[config.mk]
export PLATFORM = sky130hd
export DESIGN_NAME = hack_gate_bank
export DESIGN_NICKNAME = d
export VERILOG_FILES = /design/src/rtl/hack_gate_pkg.sv /design/src/rtl/hack_gate_slice.sv /design/src/rtl/hack_gate_bank.sv
export SDC_FILE = /design/constraint.sdc
export NUM_CORES = 1
export LEC_CHECK = 0
export CORE_AREA = 2 2 39 41
export DETAILED_ROUTE_END_ITERATION = 8
export DIE_AREA = 0 0 41 43
export MAX_ROUTING_LAYER = met4
export PLACE_DENSITY_LB_ADDON = 0.08
export SYNTH_ARGS = -nofsm -noshare
export SYNTH_HDL_FRONTEND = slang
export SYNTH_SLANG_ARGS = --single-unit
export TNS_END_PERCENT = 30
[constraint.sdc]
create_clock -name clk -period 1.8 [get_ports clk]
set_input_delay 0.36 -clock clk [delete_from_list [all_inputs] [get_ports clk]]
set_output_delay 0.36 -clock clk [all_outputs]
set_load 0.005 [all_outputs]
[src/rtl/hack_gate_pkg.sv]
// rtl/hack_gate_pkg.sv - shared constants for the and/mux/dmux gate bank
package hack_gate_pkg;

    localparam int   DEFAULT_WIDTH = 1;

    // Select encodings shared by the mux and the dmux
    localparam logic SEL_A = 1'b0;
    localparam logic SEL_B = 1'b1;

endpackage

[src/rtl/hack_gate_slice.sv]
// rtl/hack_gate_slice.sv - one-bit and/mux/dmux cell
module hack_gate_slice
    import hack_gate_pkg::*;
(
    input  logic a_i,
    input  logic b_i,
    input  logic sel_i,
    input  logic in_i,
    output logic y_and_o,
    output logic y_mux_o,
    output logic a_out_o,
    output logic b_out_o
);

    // Purely bitwise gates; the unselected dmux leg is forced to 0, never floated
    always_comb begin
        y_and_o = a_i & b_i;
        y_mux_o = (sel_i == SEL_B) ? b_i : a_i;
        a_out_o = (sel_i == SEL_A) ? in_i : 1'b0;
        b_out_o = (sel_i == SEL_B) ? in_i : 1'b0;
    end

endmodule

[src/rtl/hack_gate_bank.sv]
// rtl/hack_gate_bank.sv - WIDTH-bit and/mux/dmux bank with registered copies
module hack_gate_bank
    import hack_gate_pkg::*;
#(
    parameter int WIDTH = DEFAULT_WIDTH
) (
    input  logic             clk,
    input  logic             rst_n,
    input  logic [WIDTH-1:0] a,
    input  logic [WIDTH-1:0] b,
    input  logic             sel,
    input  logic [WIDTH-1:0] in,
    input  logic             en,
    output logic [WIDTH-1:0] y_and,
    output logic [WIDTH-1:0] y_mux,
    output logic [WIDTH-1:0] a_out,
    output logic [WIDTH-1:0] b_out,
    output logic [WIDTH-1:0] y_and_q,
    output logic [WIDTH-1:0] y_mux_q,
    output logic [WIDTH-1:0] a_out_q,
    output logic [WIDTH-1:0] b_out_q
);

    logic [WIDTH-1:0] y_and_d;
    logic [WIDTH-1:0] y_mux_d;
    logic [WIDTH-1:0] a_out_d;
    logic [WIDTH-1:0] b_out_d;

    for (genvar i = 0; i < WIDTH; i++) begin : g_slice
        hack_gate_slice u_slice (
            .a_i     (a[i]),
            .b_i     (b[i]),
            .sel_i   (sel),
            .in_i    (in[i]),
            .y_and_o (y_and[i]),
            .y_mux_o (y_mux[i]),
            .a_out_o (a_out[i]),
            .b_out_o (b_out[i])
        );
    end

    // Next state: capture the combinational outputs when enabled, otherwise hold
    always_comb begin
        y_and_d = y_and_q;
        y_mux_d = y_mux_q;
        a_out_d = a_out_q;
        b_out_d = b_out_q;
        if (en) begin
            y_and_d = y_and;
            y_mux_d = y_mux;
            a_out_d = a_out;
            b_out_d = b_out;
        end
    end

    // Output registers; reset wins over enable
    always_ff @(posedge clk) begin
        if (!rst_n) begin
            y_and_q <= '0;
            y_mux_q <= '0;
            a_out_q <= '0;
            b_out_q <= '0;
        end else begin
            y_and_q <= y_and_d;
            y_mux_q <= y_mux_d;
            a_out_q <= a_out_d;
            b_out_q <= b_out_d;
        end
    end

endmodule

### Wiring by layer

Two of the layers only.
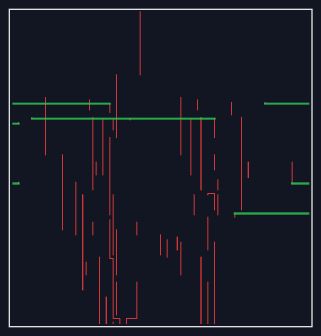
| color | layer | wire length |
|---|---|---|
| green | metal 3 | 57.4 µm |
| red | metal 2 | 251 µm |

### Routed clock nets over the placement

The bar under the picture is 10 µm long.
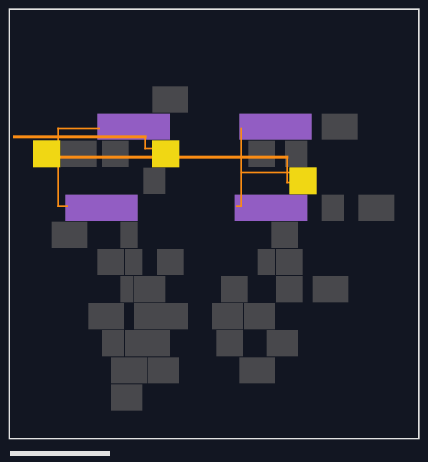
[purple] flip-flops | count: 4
[yellow] clock drivers | count: 3
[orange] clock wires | length: 72.2 µm
routed clock nets: 4

### Placement by cell class

The bar under the picture is 10 µm long.
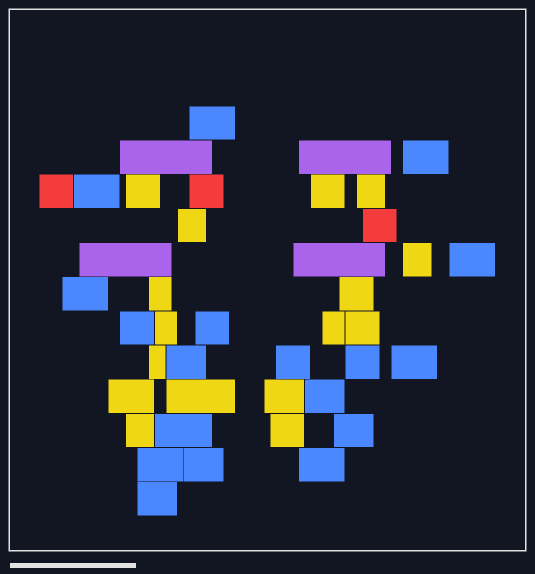
| color | class | cells |
|---|---|---|
| blue | other buffers and delay cells | 18 |
| red | clock drivers | 3 |
| yellow | combinational and other logic | 16 |
| purple | flops | 4 |

### Supply network

The bar under the picture is 10 µm long. Pins as bars on the die edge.
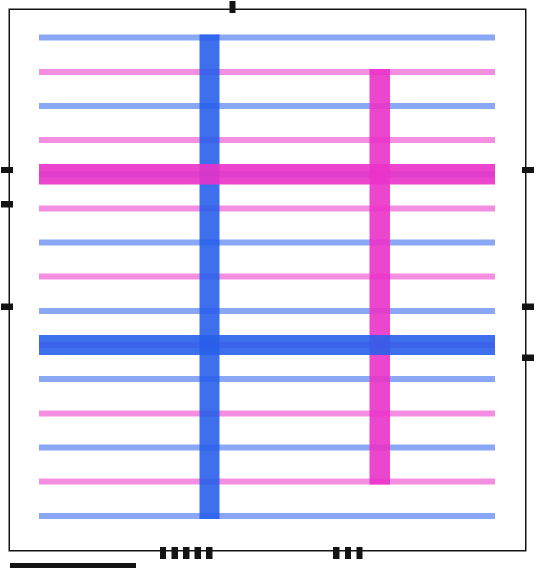
| color | net |
|---|---|
| blue | VSS |
| magenta | VDD |
met5 straps: 2
met1 rails: 15
rows: 14

### Cell placement

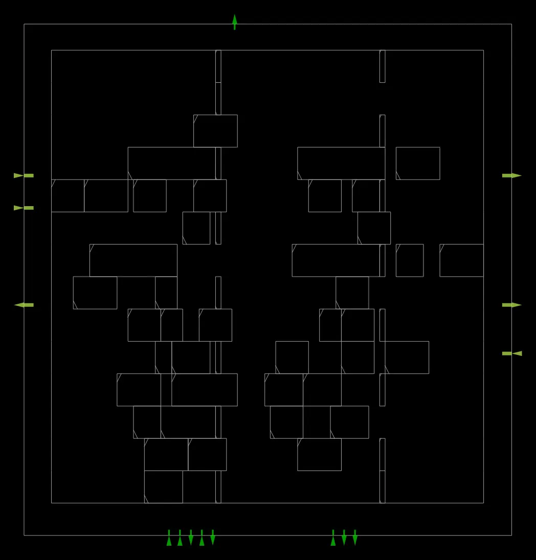
core area: 0.00138 mm²
flop share of the area: 19.8%
fin cells: 57

==> results.cfg <==
; synthesis and place-and-route metrics
[cts]
cts_buffer_depth = 2
path_clk_slew_ps = 40
clock-sinks = 4
cts_resized = 5
postCtsSetupBuffers = 0

[final_layout]
num_antenna_cells = 0
lay_top_cells = clkdlybuf4s50_1, dlygate4sd2_1, dfxtp_1, buf_4
post-route-util_pct = 29.2
largest_class = buffers
logic_area_um2 = 111
inv_count = 1
fill_cells = 161
clock_area_share_pct = 5.57
nMultiInputCombCells = 15
num-nets-final = 50
layout_top_cell = clkdlybuf4s50_1
flop_area_um2 = 80.1

[yosys]
topCombFamilyByArea = simple AND/OR/NAND/NOR gates
synthCells = 20
ys.warnings.count = 0
aoi_share_pct = 19.2
fp_nets = 27
top_area_cell = dfxtp_1
yosys_cells = 20
mux_share_pct = 7.69
fa_ha_area_share_pct = 0
avgSynthCellArea_um2 = 9.76
yosys.area_share.simple_pct = 30.1

[power]
clock_power_share_pct = 42.2
comb_cell_power_w = 0.0000536
p_leak_nw = 0.183
switchingPower_w = 0.0000524
p_int_w = 0.000205
p_comb_share_pct = 20.8
p_total_w = 0.000258
power_density_mw_per_mm2 = 638
pg_seq_w = 0.0000952
ir_drop_mv = 0.345

[setup_path]
rrSetupSlack_ps = 1090
crit_start = sel
reg2reg_to = y_mux_q
path_class = in -> out
path_delay_family = buffers and inverters
end_kind = output port
cp_cell_sequence = dlygate4sd2_1 -> and2b_2 -> clkdlybuf4s50_1
crit_buf_inv = 2
cp_slowest_cell = clkdlybuf4s50_1
worst_ep_required_time_ps = 1440
critPathMaxStageDelay_ps = 490
crit_path_max_fanout = 4

[final_timing]
drv_slew = 0
tightest_slew_ps = 233
finalCritPeriodShare_pct = 93.6
finalHoldViolCount = 0
setup_tns_ps = 0
fin_ws_ps = 115
relSlewSlack_pct = 84.4

[min_path]
min_path_cells = 2
hp-start = b_out_q
min_to = b_out_q
hp-class = reg -> reg

[route]
first_iter_violations = 3
dr.pass1.iters = 4
drc = 0
wirelength_um = 495
drtAntennaViolNets = 0
highest_layer = met3
vias = 217
routed_via_density = 3.81

[global_route]
grt_antenna_before_repair = 0
use_met1_pct = 8.01
grt_max_degree = 9
met3_usage_pct = 9.42
grt_use_total_pct = 8.22
grt_overflow = 0
grt_pass1_wl_um = 841

[job]
drv_cap = 0
warning_count = 27

[placed_design]
place_hpwl_um = 406
dp.cells = 54

[run_status]
status = complete, no violations

[die]
fp_util_pct = 14.1
fp.dieArea_mm2 = 0.00176
die_h_um = 43
pin_count = 15
